`config.mk`:
```
export PLATFORM = sky130hd
export DESIGN_NAME = ps2_key_fifo
export DESIGN_NICKNAME = d
export VERILOG_FILES = /design/src/rtl/ps2_key_fifo.sv
export SDC_FILE = /design/constraint.sdc
export NUM_CORES = 1
export LEC_CHECK = 0
export CORE_MARGIN = 1
export CORE_UTILIZATION = 30
export DETAILED_ROUTE_END_ITERATION = 12
export PLACE_DENSITY = 0.54
export SLEW_MARGIN = 20
export SYNTH_ARGS = -nofsm -noshare
export SYNTH_HDL_FRONTEND = slang
export SYNTH_SLANG_ARGS = --single-unit
```
`constraint.sdc`:
```
create_clock -name clk_100mhz -period 3.45 [get_ports clk_100mhz]
set_input_delay 0.5175 -clock clk_100mhz [delete_from_list [all_inputs] [get_ports clk_100mhz]]
set_output_delay 0.5175 -clock clk_100mhz [all_outputs]
set_load 0.01 [all_outputs]
```
`src/rtl/ps2_key_fifo.sv`:
```
// PS/2 keyboard receiver: synchronises and deglitches the raw PS/2 lines,
// decodes 11-bit frames, folds E0/F0 prefixes into flags, and queues
// {ext, rel, scan} events in a first-word-fall-through FIFO.
module ps2_key_fifo #(
  parameter int FILTER_LEN     = 4,
  parameter int FIFO_DEPTH     = 8,
  parameter int TIMEOUT_CYCLES = 200000
) (
  input  logic                          clk_100mhz,
  input  logic                          rst,
  input  logic                          ps2_clk,
  input  logic                          ps2_data,
  output logic [9:0]                    evt_data,
  output logic                          evt_valid,
  input  logic                          evt_ready,
  output logic                          frame_err,
  output logic                          overflow,
  output logic [$clog2(FIFO_DEPTH):0]   fifo_count
);
  localparam int AW = $clog2(FIFO_DEPTH);
  localparam int CW = AW + 1;
  localparam int TW = $clog2(TIMEOUT_CYCLES + 1);

  typedef enum logic [1:0] {S_IDLE, S_DATA, S_PAR, S_STOP} state_t;

  logic [1:0]            r_clk_s, r_dat_s;
  logic [FILTER_LEN-1:0] r_clk_sh, r_dat_sh;
  logic                  r_clk_f, r_dat_f;

  state_t                r_state;
  logic [2:0]            r_bitcnt;
  logic [7:0]            r_byte;
  logic                  r_par_ok, r_ext, r_rel, r_err;
  logic [TW-1:0]         r_tcnt;

  logic [9:0]            r_mem [FIFO_DEPTH];
  logic [AW-1:0]         r_wptr, r_rptr;
  logic [CW-1:0]         r_count;
  logic                  r_ovf;

  logic w_fall, w_bit, w_push, w_full, w_empty, w_pop, w_wr;
  logic [9:0] w_push_data;

  // Two-flop synchronisers; lines idle high so they reset to 1.
  always_ff @(posedge clk_100mhz or posedge rst) begin
    if (rst) begin
      r_clk_s <= 2'b11;
      r_dat_s <= 2'b11;
    end else begin
      r_clk_s <= {r_clk_s[0], ps2_clk};
      r_dat_s <= {r_dat_s[0], ps2_data};
    end
  end

  // Shift filter: a level only flips once every sample agrees on the new value.
  always_ff @(posedge clk_100mhz or posedge rst) begin
    if (rst) begin
      r_clk_sh <= '1;
      r_dat_sh <= '1;
      r_clk_f  <= 1'b1;
      r_dat_f  <= 1'b1;
    end else begin
      r_clk_sh <= {r_clk_sh[FILTER_LEN-2:0], r_clk_s[1]};
      r_dat_sh <= {r_dat_sh[FILTER_LEN-2:0], r_dat_s[1]};
      if (r_clk_sh == '0)      r_clk_f <= 1'b0;
      else if (&r_clk_sh)      r_clk_f <= 1'b1;
      if (r_dat_sh == '0)      r_dat_f <= 1'b0;
      else if (&r_dat_sh)      r_dat_f <= 1'b1;
    end
  end

  // Sample event is the cycle the filtered clock is about to flip 1->0.
  assign w_fall      = r_clk_f && (r_clk_sh == '0);
  assign w_bit       = r_dat_f;
  assign w_push      = w_fall && (r_state == S_STOP) && w_bit && r_par_ok &&
                       (r_byte != 8'hE0) && (r_byte != 8'hF0);
  assign w_push_data = {r_ext, r_rel, r_byte};

  // Frame decoder with inter-edge timeout; frame_err is a registered pulse.
  always_ff @(posedge clk_100mhz or posedge rst) begin
    if (rst) begin
      r_state  <= S_IDLE;
      r_bitcnt <= '0;
      r_byte   <= '0;
      r_par_ok <= 1'b0;
      r_ext    <= 1'b0;
      r_rel    <= 1'b0;
      r_err    <= 1'b0;
      r_tcnt   <= '0;
    end else begin
      r_err <= 1'b0;
      if (w_fall) begin
        r_tcnt <= '0;
        case (r_state)
          S_IDLE: begin
            if (!w_bit) begin
              r_state  <= S_DATA;
              r_bitcnt <= '0;
            end else begin
              r_err <= 1'b1;
            end
          end
          S_DATA: begin
            r_byte   <= {w_bit, r_byte[7:1]};
            r_bitcnt <= r_bitcnt + 3'd1;
            if (r_bitcnt == 3'd7) r_state <= S_PAR;
          end
          S_PAR: begin
            r_par_ok <= ^{r_byte, w_bit};
            r_state  <= S_STOP;
          end
          default: begin
            r_state <= S_IDLE;
            if (w_bit && r_par_ok) begin
              if (r_byte == 8'hE0)      r_ext <= 1'b1;
              else if (r_byte == 8'hF0) r_rel <= 1'b1;
              else begin
                r_ext <= 1'b0;
                r_rel <= 1'b0;
              end
            end else begin
              r_err <= 1'b1;
              r_ext <= 1'b0;
              r_rel <= 1'b0;
            end
          end
        endcase
      end else if (r_state != S_IDLE) begin
        if (r_tcnt == TW'(TIMEOUT_CYCLES - 1)) begin
          r_state <= S_IDLE;
          r_err   <= 1'b1;
          r_ext   <= 1'b0;
          r_rel   <= 1'b0;
          r_tcnt  <= '0;
        end else begin
          r_tcnt <= r_tcnt + TW'(1);
        end
      end
    end
  end

  // A full FIFO still accepts a push when the head is popped in the same cycle.
  assign w_empty = (r_count == '0);
  assign w_full  = (r_count == CW'(FIFO_DEPTH));
  assign w_pop   = !w_empty && evt_ready;
  assign w_wr    = w_push && (!w_full || w_pop);

  // Storage array; contents are don't-care until written.
  always_ff @(posedge clk_100mhz) begin
    if (w_wr) r_mem[r_wptr] <= w_push_data;
  end

  // Pointers wrap naturally at the power-of-two depth; overflow is sticky.
  always_ff @(posedge clk_100mhz or posedge rst) begin
    if (rst) begin
      r_wptr  <= '0;
      r_rptr  <= '0;
      r_count <= '0;
      r_ovf   <= 1'b0;
    end else begin
      if (w_wr)  r_wptr <= r_wptr + AW'(1);
      if (w_pop) r_rptr <= r_rptr + AW'(1);
      case ({w_wr, w_pop})
        2'b10:   r_count <= r_count + CW'(1);
        2'b01:   r_count <= r_count - CW'(1);
        default: r_count <= r_count;
      endcase
      if (w_push && w_full && !w_pop) r_ovf <= 1'b1;
    end
  end

  assign evt_valid  = !w_empty;
  assign evt_data   = w_empty ? 10'd0 : r_mem[r_rptr];
  assign fifo_count = r_count;
  assign frame_err  = r_err;
  assign overflow   = r_ovf;
endmodule

```
==> results.tsv <==
metric	value	unit
status	completed	
worst-path fanout max	13	
largest class	registers	
DRC errors left	0	
CTS hold repair buffers	0	
Core Util at FP	0.309	
Post-DRT Antenna Nets	0	
register share after synthesis	0.646	
adder-cell share of the synthesized area	0.0268	
most frequent cell after synthesis	edfxtp_1	
global-route wire length before repair	18500	um
kind of critical path	reg -> out	
die height	144	um
n_diodes	0	
number of global-route vias before repair	3496	
core area	0.0197	mm2
syn_nets	424	
TritonCTS buffer count	17	
Worst-Margin Slew	0.728	ns
Top cells excl fill/tap	edfxtp_1 (80), dfrtp_1 (46), nor2_1 (30), nand2_1 (21), clkdlybuf4s50_1 (21)	
Critical Path Source Type	flop	
RSZ-0062 raised after global routing	no	
r2r startpoint	r_clk_f$_DFFE_PP1P_	
Tcrit/Tclk final	0.866	
Pre-Repair DR Iteration Count	4	
LEAKAGE	2.69	nW
minimum clock period	2.99	ns
met1 WL	5060	um
flop share of the area	0.546	
DRT iter0 DRCs	104	
Critical Path AT	2.47	ns
final hold vios	0	
Clock Sinks	140	
Tapcells	265	
comb_multi_in	240	
IO Pins	22	
share of post-route cells with drive strength above 1	0.235	
maxcap violations	0	
fmax	335	MHz
ao+oa area frac	0.0381	
Worst R2R End	fifo_count[2]$_DFFE_PP0P_	
Top-area cell share	0.396	
pin count of the biggest net entering global routing	30	
full die area	0.0208	mm2
==> cells by family (layout without fill, tap and decap cells) <==
kind of cell    Yosys count  after routing
flops                   140            140
simple gates            118            118
mux                      40             40
compound gates           38             38
xor+xnor                 31             31
buf+inv                  26             75
fa+ha+maj                13             13
==> report_power, final <==
group / switching [mW] / leakage [nW] / internal, mW
clock network: 0.768 / 0.271 / 0.945
registers: 0.196 / 1.49 / 1.88
logic: 0.558 / 0.929 / 0.699
==> critical path: stages, from the launching register on <==
cell             delay [ns]
dfrtp_1                0.72
buf_4                  0.32
mux4_2                 0.30
mux2i_1                0.18
nor2_1                 0.05
clkdlybuf4s50_1        0.47
==> flip-flops by register name, summed over array words and instances, names as in the netlist, 2 cells and up <==
signal,cells
r_wptr,3
r_bitcnt,3
r_rptr,3
r_mem,80
r_clk_sh,4
r_tcnt,18
r_dat_s,2
r_clk_s,2
r_dat_sh,4
r_state,2
fifo_count,4
r_byte,8
==> how the worst min path moves through the flow <==
stage / start / endpoint / cells past startpoint
after CTS: rst / fifo_count[0]$_DFFE_PP0P_ / 2
final: rst / fifo_count[0]$_DFFE_PP0P_ / 2
after global routing: rst / fifo_count[2]$_DFFE_PP0P_ / 2
after global placement: r_clk_s[1]$_DFF_PP1_ / r_clk_sh[0]$_DFF_PP1_ / 0
after detailed placement: r_dat_s[1]$_DFF_PP1_ / r_dat_sh[0]$_DFF_PP1_ / 0
after floorplan: r_clk_s[0]$_DFF_PP1_ / r_clk_s[1]$_DFF_PP1_ / 0
==> stage by stage <==
step                      total power, mW  hold slack (ns)  setup slack [ns]  std cells
after global placement               3.35            0.347             0.427        688
after detailed placement             3.39            0.347             0.421        688
after floorplan                      2.94            0.345             0.924        406
after global routing                 5.34            0.333             0.248        720
final                                5.04            0.317             0.462        720
after CTS                            5.13            0.305             0.372        720
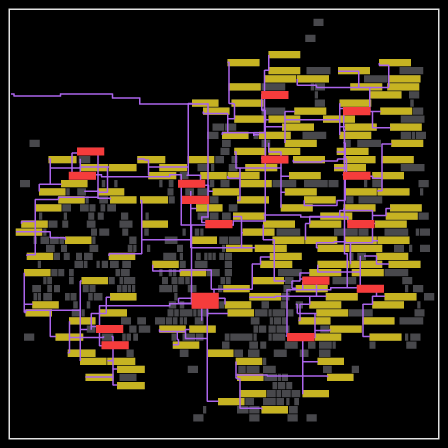
(routed clock nets over the placement)
Key: clock wires = purple [length 1840 um]; flip-flops = yellow [count 140]; clock drivers = red [count 17]
There are 18 routed clock nets.
Clock Power Share: 0.340
clk_skew: 0.0101 ns

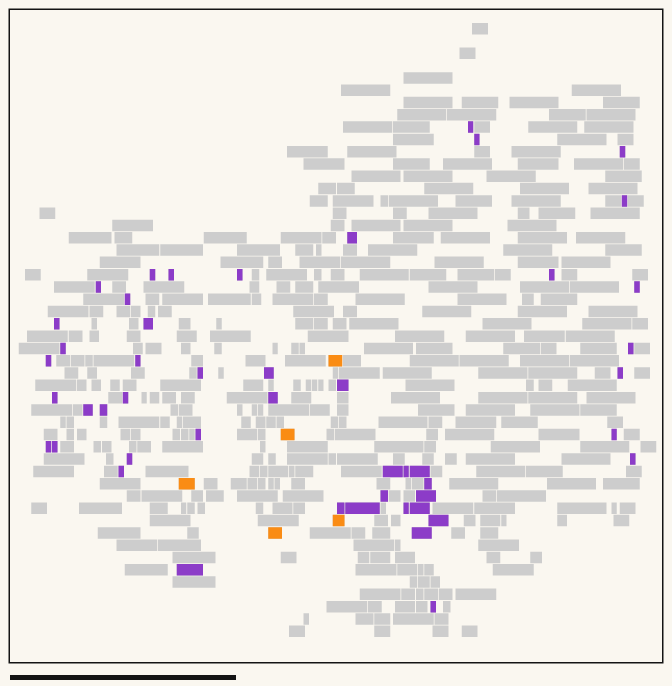
(logic cells by family)
The bar under the picture is 50 um long.
Key: nor cells = purple [cells 48, most used nor2_1]; non-inverting ao/oa cells = orange [cells 5, most used a22o_1, where bottom centre]

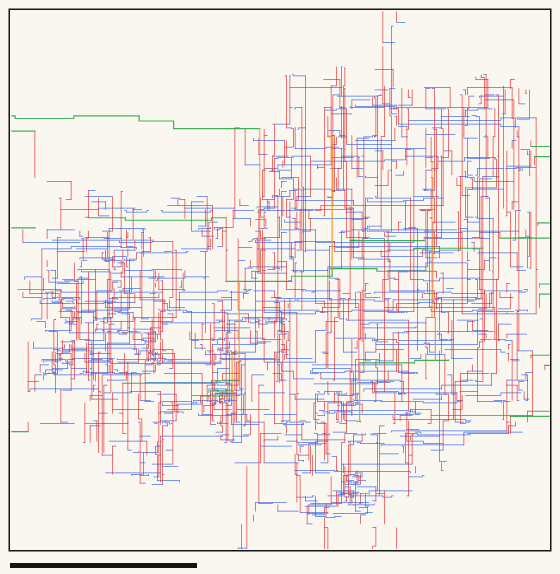
(routed metal, one colour a layer)
The bar under the picture is 50 um long.
Key: metal 4 = orange [wire length 182 um]; metal 2 = red [wire length 5720 um]; metal 1 = blue [wire length 5060 um]; metal 3 = green [wire length 354 um]
wire per inst: 15.7 um
Total Wirelength: 11300 um
Total Routing Usage GR: 0.122
total number of vias: 3366

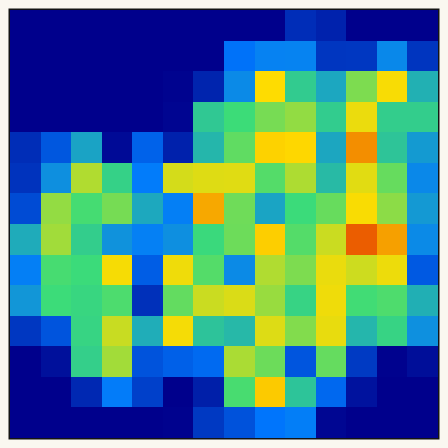
(cell density map)
14 x 14 tiles, from dark blue (low) to red (high), 0 to 100% covered.
The mean over all tiles is 33%. The emptiest ninth of the die: upper left. 25% of the tiles are nearly empty. The fullest tile reaches 89%. 4.1% of the tiles are over 75% full.

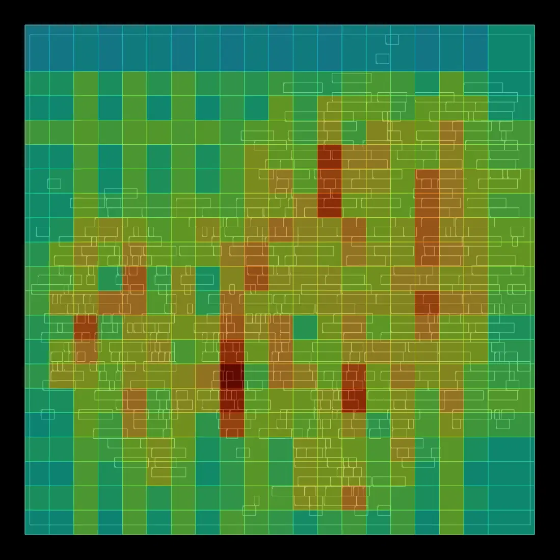
(routing congestion map)
GR Util met2: 0.215
met3 usage: 0.0305
Util after Layout: 0.365

Power and IR drop assume default switching activity.
